run_1/met1.png
Bar = 50 um. Supply wires on this layer in gray.
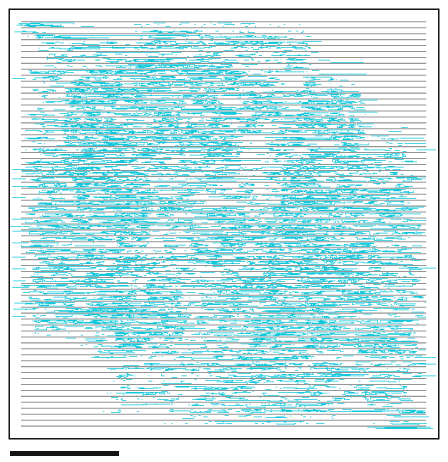
run_1/met2.png
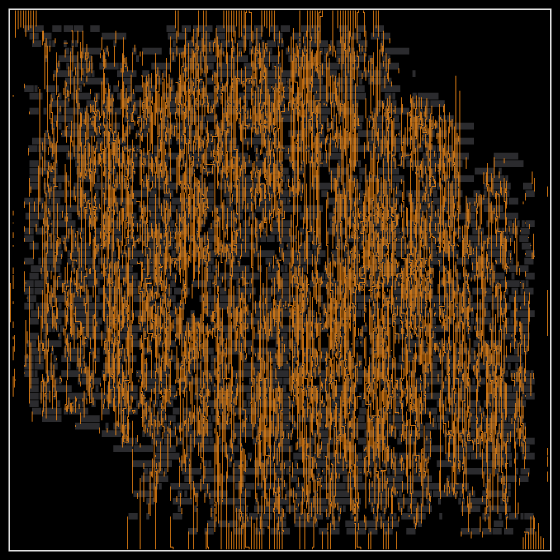
run_1/met3.png
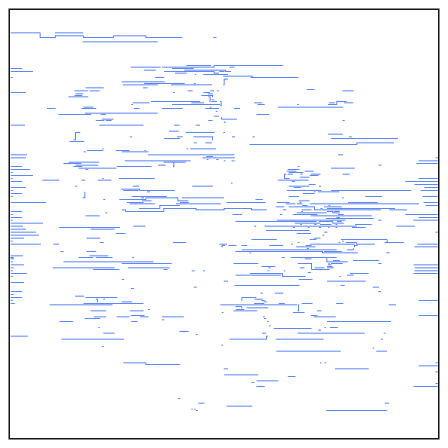
### src/rtl/fat_pkg.sv
// Shared constants and FSM state encoding for the FAT32 chain writer.
package fat_pkg;

   localparam int          BLOCK_BYTES       = 512;
   localparam int          ENTRIES_PER_BLOCK = BLOCK_BYTES / 4;
   localparam logic [8:0]  LAST_BYTE         = 9'(BLOCK_BYTES - 1);

   localparam logic [31:0] EOC_VALUE      = 32'h0FFF_FFFF;
   localparam logic [31:0] MEDIA_ENTRY    = 32'h0FFF_FFF8;  // cluster 0
   localparam logic [31:0] RESERVED_ENTRY = 32'hFFFF_FFFF;  // cluster 1

   typedef enum logic [2:0] {
      IDLE,
      CHECK,
      REQ,
      STREAM,
      WAIT_DONE,
      DONE
   } state_t;

endpackage

### src/rtl/fat_chain_writer_entry_serializer.sv
// Synthesises one FAT32 entry from (sector, byte index, EOF) and registers
// the selected little-endian byte lane whenever the stream advances.
module fatEntrySerializer
   import fat_pkg::*;
(
   input  logic        CLK,
   input  logic        RST,
   input  logic [24:0] sector,
   input  logic [8:0]  byte_idx,
   input  logic [31:0] eof,
   input  logic        advance,
   output logic [7:0]  byte_data
);

   logic [31:0] clust;
   logic [31:0] entry;

   // sector * ENTRIES_PER_BLOCK + entry offset within the block
   assign clust = {sector, byte_idx[8:2]};

   always_comb begin
      // NOTE: default first so every path assigns entry and no latch is inferred.
      entry = 32'h0;
      if (clust == 32'd0)
         entry = MEDIA_ENTRY;
      else if (clust == 32'd1)
         entry = RESERVED_ENTRY;
      else if (clust < eof)
         entry = clust + 32'd1;
      else if (clust == eof)
         entry = EOC_VALUE;
   end

   always_ff @(posedge CLK) begin
      // NOTE: sequential state uses non-blocking assignments only.
      if (RST)
         byte_data <= 8'h00;
      else if (advance)
         case (byte_idx[1:0])
            2'd0:    byte_data <= entry[7:0];
            2'd1:    byte_data <= entry[15:8];
            2'd2:    byte_data <= entry[23:16];
            default: byte_data <= entry[31:24];
         endcase
   end

endmodule

### src/rtl/fat_chain_writer.sv
// Writes FAT1 then FAT2 copies of every FAT sector covering one contiguous
// cluster chain, streaming synthesised sector bytes to the SD block writer.
module fat_chain_writer
   import fat_pkg::*;
(
   input  logic        CLK,
   input  logic        RST,
   input  logic        ENA,
   output logic        COMPLT,
   output logic        ERR,
   input  logic [31:0] FIRST_CLUST_TO_UPDATE_FAT,
   input  logic [31:0] CLUST_NUM_EOF,
   input  logic [31:0] ADDR_TO_UPDATE_FAT1,
   input  logic [31:0] ADDR_TO_UPDATE_FAT2,
   output logic        BLK_REQ,
   output logic [31:0] BLK_ADDR,
   input  logic        BLK_GNT,
   output logic [7:0]  BYTE_DATA,
   output logic        BYTE_VALID,
   input  logic        BYTE_RDY,
   input  logic        BLK_DONE
);

   state_t      state, state_nxt;

   logic [31:0] first_q, eof_q, fat1_q, fat2_q;
   logic [24:0] sec, sec_last;
   logic [31:0] k;
   logic        fat;
   logic [8:0]  b;

   logic        job_bad;
   logic        ser_advance;
   logic [8:0]  ser_idx;

   assign job_bad = (first_q < 32'd2) || (first_q > eof_q);

   always_ff @(posedge CLK) begin
      if (RST) state <= IDLE;
      else     state <= state_nxt;
   end

   always_comb begin
      state_nxt = state;
      case (state)
         IDLE:      if (ENA) state_nxt = CHECK;
         CHECK:     state_nxt = job_bad ? DONE : REQ;
         REQ:       if (BLK_GNT) state_nxt = STREAM;
         STREAM:    if (BYTE_RDY && b == LAST_BYTE) state_nxt = WAIT_DONE;
         WAIT_DONE: if (BLK_DONE) state_nxt = (fat && sec == sec_last) ? DONE : REQ;
         DONE:      state_nxt = IDLE;
         default:   state_nxt = IDLE;
      endcase
   end

   // Byte 0 is loaded on the grant edge; later bytes load as each one is taken.
   assign ser_advance = (state == REQ && BLK_GNT) ||
                        (state == STREAM && BYTE_RDY && b != LAST_BYTE);
   assign ser_idx     = (state == REQ) ? 9'd0 : b + 9'd1;

   always_ff @(posedge CLK) begin
      if (RST) begin
         COMPLT     <= 1'b0;
         ERR        <= 1'b0;
         BLK_REQ    <= 1'b0;
         BLK_ADDR   <= 32'h0;
         BYTE_VALID <= 1'b0;
         first_q    <= 32'h0;
         eof_q      <= 32'h0;
         fat1_q     <= 32'h0;
         fat2_q     <= 32'h0;
         sec        <= '0;
         sec_last   <= '0;
         k          <= 32'h0;
         fat        <= 1'b0;
         b          <= 9'd0;
      end else begin
         COMPLT     <= (state_nxt == DONE);
         BLK_REQ    <= (state_nxt == REQ);
         BYTE_VALID <= (state_nxt == STREAM);
         case (state)
            IDLE: if (ENA) begin
               first_q <= FIRST_CLUST_TO_UPDATE_FAT;
               eof_q   <= CLUST_NUM_EOF;
               fat1_q  <= ADDR_TO_UPDATE_FAT1;
               fat2_q  <= ADDR_TO_UPDATE_FAT2;
            end
            CHECK: begin
               ERR      <= job_bad;
               sec      <= first_q[31:7];
               sec_last <= eof_q[31:7];
               k        <= 32'h0;
               fat      <= 1'b0;
               BLK_ADDR <= fat1_q;
            end
            REQ: if (BLK_GNT) b <= 9'd0;
            STREAM: if (BYTE_RDY && b != LAST_BYTE) b <= b + 9'd1;
            WAIT_DONE: if (BLK_DONE) begin
               if (!fat) begin
                  fat      <= 1'b1;
                  BLK_ADDR <= fat2_q + k;
               end else if (sec != sec_last) begin
                  sec      <= sec + 25'd1;
                  k        <= k + 32'd1;
                  fat      <= 1'b0;
                  BLK_ADDR <= fat1_q + k + 32'd1;
               end
            end
            default: ;
         endcase
      end
   end

   fatEntrySerializer u_serializer (
      .CLK       (CLK),
      .RST       (RST),
      .sector    (sec),
      .byte_idx  (ser_idx),
      .eof       (eof_q),
      .advance   (ser_advance),
      .byte_data (BYTE_DATA)
   );

endmodule

### config.mk
export PLATFORM = sky130hd
export DESIGN_NAME = fat_chain_writer
export DESIGN_NICKNAME = d
export VERILOG_FILES = /design/src/rtl/fat_pkg.sv /design/src/rtl/fat_chain_writer_entry_serializer.sv /design/src/rtl/fat_chain_writer.sv
export SDC_FILE = /design/constraint.sdc
export NUM_CORES = 1
export LEC_CHECK = 0
export CAP_MARGIN = 0
export CORE_MARGIN = 5
export CORE_UTILIZATION = 50
export CTS_CLUSTER_DIAMETER = 120
export DETAILED_ROUTE_END_ITERATION = 10
export GPL_ROUTABILITY_DRIVEN = 0
export PLACE_DENSITY = 0.74
export SYNTH_ARGS = -nofsm -noshare
export SYNTH_HDL_FRONTEND = slang
export SYNTH_SLANG_ARGS = --single-unit
### constraint.sdc
create_clock -name CLK -period 3.15 [get_ports CLK]
set_input_delay 0.4725 -clock CLK [delete_from_list [all_inputs] [get_ports CLK]]
set_output_delay 0.4725 -clock CLK [all_outputs]
set_load 0.03 [all_outputs]
==> Table 3: Implementation characteristics, run 1 <==
Implementation parameters

Parameter                              Value

Outcome
  Status    completed

Global route
  Via count of the first global-routing pass    17200
  First-pass GRT wire length    88.4 mm
  Antenna violations before repair    0
  Pin count of the biggest net entering global routing    92
  GRT Residual Overflow    0

Die
  Floorplan-stage core utilization    ~50%
  Y dimension of the die    196 um
  Number of cell rows    slightly below 70
  Boundary pin count    178
  Chip Footprint    38300 um2
  Die X-Extent    196 um

Cells and area
  Post-layout nets    ~2700
  N_diodes    0

Synth
  Synthesized netlist cell count    2295
  Most used flip-flop cell after synthesis    sky130_fd_sc_hd__dfxtp_1
  Most frequent cells after synthesis    sky130_fd_sc_hd__nand2_1 (467), sky130_fd_sc_hd__dfxtp_1 (267), sky130_fd_sc_hd__a21oi_1 (258)
  Proportion of synthesized chip area in sequential cells    between 30% and 40%
  Number of flops mapped to enable cells by yosys    0
  Synthesis-stage register bit count    267
  Simple-gate portion of the synthesized area    ~25%
  Average footprint of a synthesized cell    ~7.5 um2
  Floorplan net count    2561
  Post-synthesis share of cell area spent on full adders, half adders and majority gates    9.72%
  Prevailing logic family in the synthesized netlist    simple AND/OR/NAND/NOR gates

Detailed routing
  Met3 routed wirelength    between 3 and 4 mm
  Number of nets with antenna violations after detailed routing    0
  Drt wl/cell    around 19 um
  Total routed wire length on the met1 layer    22.2 mm
  Remaining routing DRC violations    0

Worst setup path
  WP data arrival    3600 ps
  Crit. Startpoint    b[0]
  Critical Setup Path Class    reg2reg
  Ordered cell list for the critical path    ha_2 -> buf_12 -> and4_1 -> ha_2 -> inv_2 -> a311oi_4 -> buf_4 -> and2_1 -> buf_4 -> nand2_1 -> xor2_1 -> o22ai_1 -> o21ai_1 -> a211oi_2
  R2r setup slk    60 ps
  Reg-to-reg critical path startpoint    b[0]

Min path
  Worst hold path type    in2reg

CTS
  CTS Hold Buffers Added    0
  Clock slew seen by the registers of the worst setup and hold paths    approximately 70 ps
  Clock tree from TritonCTS    yes
  Root buf cell    sky130_fd_sc_hd__clkbuf_16

Power
  Design internal power    8.40 mW
  Heaviest power group    combinational logic
  Switch share    41.5%
  Combinational share of power    44.9%
  PwrDens    673 nW/um2
  Combinational-cell power consumption    around 6.5 mW

Timing
  Smallest hold slack    between 400 and 500 ps
  Fin worst setup slack    between 50 and 60 ps

Placement
  Count of port buffers added during placement    177
## Picture notes: met1.png
nets with wire on the layer	2583
longest straight run	56.6 um
share of all routed wire	40%
GR Util met1: 33.7%
vias after detailed routing: 17700
final routed wirelength across all metal layers: 55.6 mm

## Picture notes: met2.png
wire length on this layer	27.2 mm
longest straight run	63.6 um
share of all routed wire	49%
main direction	vertical
nets with wire on the layer	2322
GR met2 Demand/Resource: 48.9%

## Picture notes: met3.png
wire length on this layer	3740 um
share of all routed wire	6.7%

==> run 1: flip-flops by register name (all words and copies together), names as in the netlist, 9 cells and up <==
name      flops
BLK_ADDR     32
b             9
eof_q        32
fat1_q       32
fat2_q       32
first_q      32
k            32
sec          25
sec_last     25
==> run 1: cell usage in the layout (no fill, tap or decap), drive strengths merged, types with 9 or more instances in the layout <==
cell             n
o21a            21
nand2          467
o21ai           83
xor2            53
o31ai           18
o211ai          25
buf            124
nor3            33
a22oi           27
and2            12
nor4            22
nor2           170
o22ai           10
or3             19
mux2i            9
and3            25
dfxtp          267
nand4           46
a21o            48
nand2b          20
o21bai          11
clkbuf          42
nand3b          13
a211oi          23
nand3           46
clkdlybuf4s50  176
and4            17
ha             130
inv             68
nor2b           16
a31oi           11
a21oi          258
xnor2           79
==> run 1: worst max-delay path: cells and delay by family, from the launching register on <==
kind / cells / cell delay (ps)
AOI/OAI and AO/OA: 4 / 850
adders and majority gates: 2 / 630
buffers and inverters: 4 / 570
and+or+nand+nor: 3 / 460
DFF: 1 / 350
xor gates and xnor gates: 1 / 150
==> run 1: stage by stage <==
step	utilization (%)	power (mW)	setup TNS [ps]
6_report	62.2	14.4	0
5_1_grt	62.2	15.1	-163
4_1_cts	61.3	14.2	0
3_5_place_dp	58.4	10.6	-638
3_3_place_gp	58.4	10.5	0
2_1_floorplan	-	8.36	0
==> run 1: area by class of cell <==
| class | count | area [um2] | share of cell area (%) |
|---|---|---|---|
| Multi-Input combinational cell | 1815 | 11400 | 53.5 |
| Inverter | 68 | 255 | 1.20 |
| Timing Repair Buffer | 300 | 2760 | 13.0 |
| Clock buffer | 42 | 857 | 4.02 |
| Tap cell | 455 | 569 | 2.67 |
| Sequential cell | 267 | 5370 | 25.2 |
| Clock inverter | 12 | 105 | 0.493 |
run_1/final_congestion.png
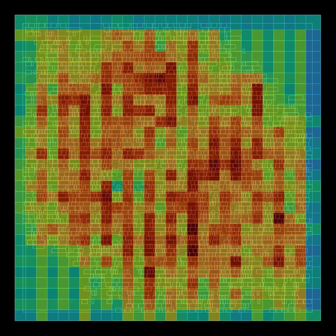

==> inputs of run 2 (changes only) <==
--- a/config.mk
+++ b/config.mk
@@ -5,7 +5,7 @@
 export SDC_FILE = /design/constraint.sdc
 export NUM_CORES = 1
 export LEC_CHECK = 0
-export CAP_MARGIN = 0
+export CAP_MARGIN = 20
 export CORE_MARGIN = 5
 export CORE_UTILIZATION = 50
 export CTS_CLUSTER_DIAMETER = 120
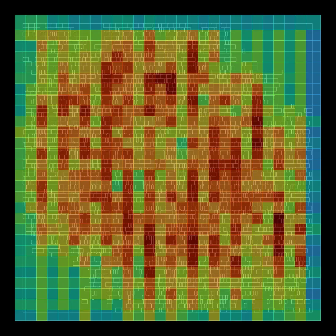
run_2/final_congestion.png
Final Util: 62.6%
drt wl/cell: 18.8 um

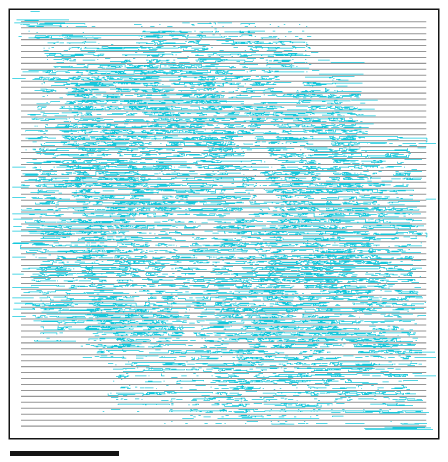
run_2/met1.png
Bar = 50 um. Supply wires on this layer in gray.
longest straight run	61.7 um
nets with wire on the layer	2573
share of all routed wire	40%

==> Table 3: Implementation characteristics, run 2 <==
Implementation parameters

Parameter                              Value

Timing
  Worst clock skew    13.3 ps
  Fin worst setup slack    between 40 and 50 ps
  Accumulated negative setup slack    0 ps
  Smallest hold slack    400 ps

Power
  Design internal power    8.91 mW
  Switch share    39.9%
  Combinational share of power    43.7%
  PwrDens    690 nW/um2
  Power after layout    14.8 mW

CTS
  Clock tree from TritonCTS    yes
  Clock slew seen by the registers of the worst setup and hold paths    approximately 60 ps
  Root buf cell    sky130_fd_sc_hd__clkbuf_16
  CTS Hold Buffers Added    0

Min path
  Worst hold path type    in2reg

Synth
  Most used flip-flop cell after synthesis    sky130_fd_sc_hd__dfxtp_1
  Synthesis-stage register bit count    267
  Yosys stat chip area    17300 um2
  Average footprint of a synthesized cell    7.52 um2
  Floorplan net count    2561
  Synthesized netlist cell count    2295
  Simple-gate portion of the synthesized area    24.5%
  Aoi/oai-family share of the synthesized area    22.6%
  Post-synthesis share of cell area spent on full adders, half adders and majority gates    9.72%
  Number of flops mapped to enable cells by yosys    0
  Prevailing logic family in the synthesized netlist    simple AND/OR/NAND/NOR gates
  Proportion of synthesized chip area in sequential cells    31.0%

Die
  Boundary pin count    178
  Die X-Extent    196 um
  Floorplan-stage core utilization    50.3%
  Number of cell rows    68
  Y dimension of the die    around 200 um
  Chip Footprint    about 38000 um2

Worst setup path
  Critical path launch point type    register
  R2r setup slk    between 40 and 50 ps
  Critical Setup Path Class    reg2reg
  WP data arrival    3580 ps
  Reg-to-reg critical path startpoint    eof_q[30]

Global route
  GRT Residual Overflow    0
  First-pass GRT wire length    88.2 mm
  Via count of the first global-routing pass    around 17000
  Pin count of the biggest net entering global routing    92
  Antenna violations before repair    1

Placement
  Half-perimeter wire length after detailed placement    around 42 mm
  Count of port buffers added during placement    177

Detailed routing
  Number of nets with antenna violations after detailed routing    0
  TritonRoute pass-1 iters    6
  Remaining routing DRC violations    0
  Vias after detailed routing    between 15000 and 20000
  Final routed wirelength across all metal layers    55.7 mm

Cells and area
  Commonest non-fill, non-tap cells in the layout    sky130_fd_sc_hd__nand2_1 (466), sky130_fd_sc_hd__a21oi_1 (255), sky130_fd_sc_hd__dfxtp_1 (251)
  Post-Layout Inst Area    between 20000 and 25000 um2
  Post-layout nets    2750

Outcome
  Status    completed
## run 2: cell counts after synthesis
No cell type changed its count.
## run 2: metal layers
layer | wire [um] | global-route usage, %
met1 | 22300 | 33.2
met2 | 27100 | 48.2
met3 | 3730 | 4.59
met4 | 2580 | 11.8
met5 | 0 | 0
## run 2: power by group through the flow
stage / sequential, mW / clock (mW) / combinational, mW
2_1_floorplan: 4.53 / 0 / 3.83
3_3_place_gp: 4.49 / 0 / 5.99
3_5_place_dp: 4.50 / 0 / 6.16
4_1_cts: 4.44 / 3.92 / 6.26
5_1_grt: 4.51 / 4.07 / 7.03
6_report: 4.46 / 3.89 / 6.48
## run 2: worst min path at each step
stage                startpoint     endpoint  slack, ps  cells after the start
CTS                         RST     state[0]        380                      2
global placement    BLK_ADDR[4]  BLK_ADDR[4]        440                      2
finish                      RST     state[0]        400                      2
detailed placement  BLK_ADDR[4]  BLK_ADDR[4]        450                      2
global route                RST         b[0]        420                      2
floorplan              eof_q[1]     eof_q[1]        440                      2
## run 2: critical path, stage by stage, from the launching register on
cell	delay [ps]
sky130_fd_sc_hd__dfxtp_1	350
sky130_fd_sc_hd__inv_2	60
sky130_fd_sc_hd__ha_4	260
sky130_fd_sc_hd__nand4_1	170
sky130_fd_sc_hd__or3_4	400
sky130_fd_sc_hd__or4b_4	620
sky130_fd_sc_hd__nor3_4	250
sky130_fd_sc_hd__nand4_1	120
sky130_fd_sc_hd__buf_4	180
sky130_fd_sc_hd__a211o_1	320
sky130_fd_sc_hd__o31ai_2	270
## run 2: layout make-up
cell class	instances	area, um2
Fill cell	3040	12800
Multi-Input combinational cell	1815	11400
Sequential cell	267	5370
Timing Repair Buffer	302	2800
Clock buffer	42	897
Tap cell	455	569
Inverter	68	255
Clock inverter	10	203
Antenna cell	1	2.50
Power and IR drop assume default switching activity.
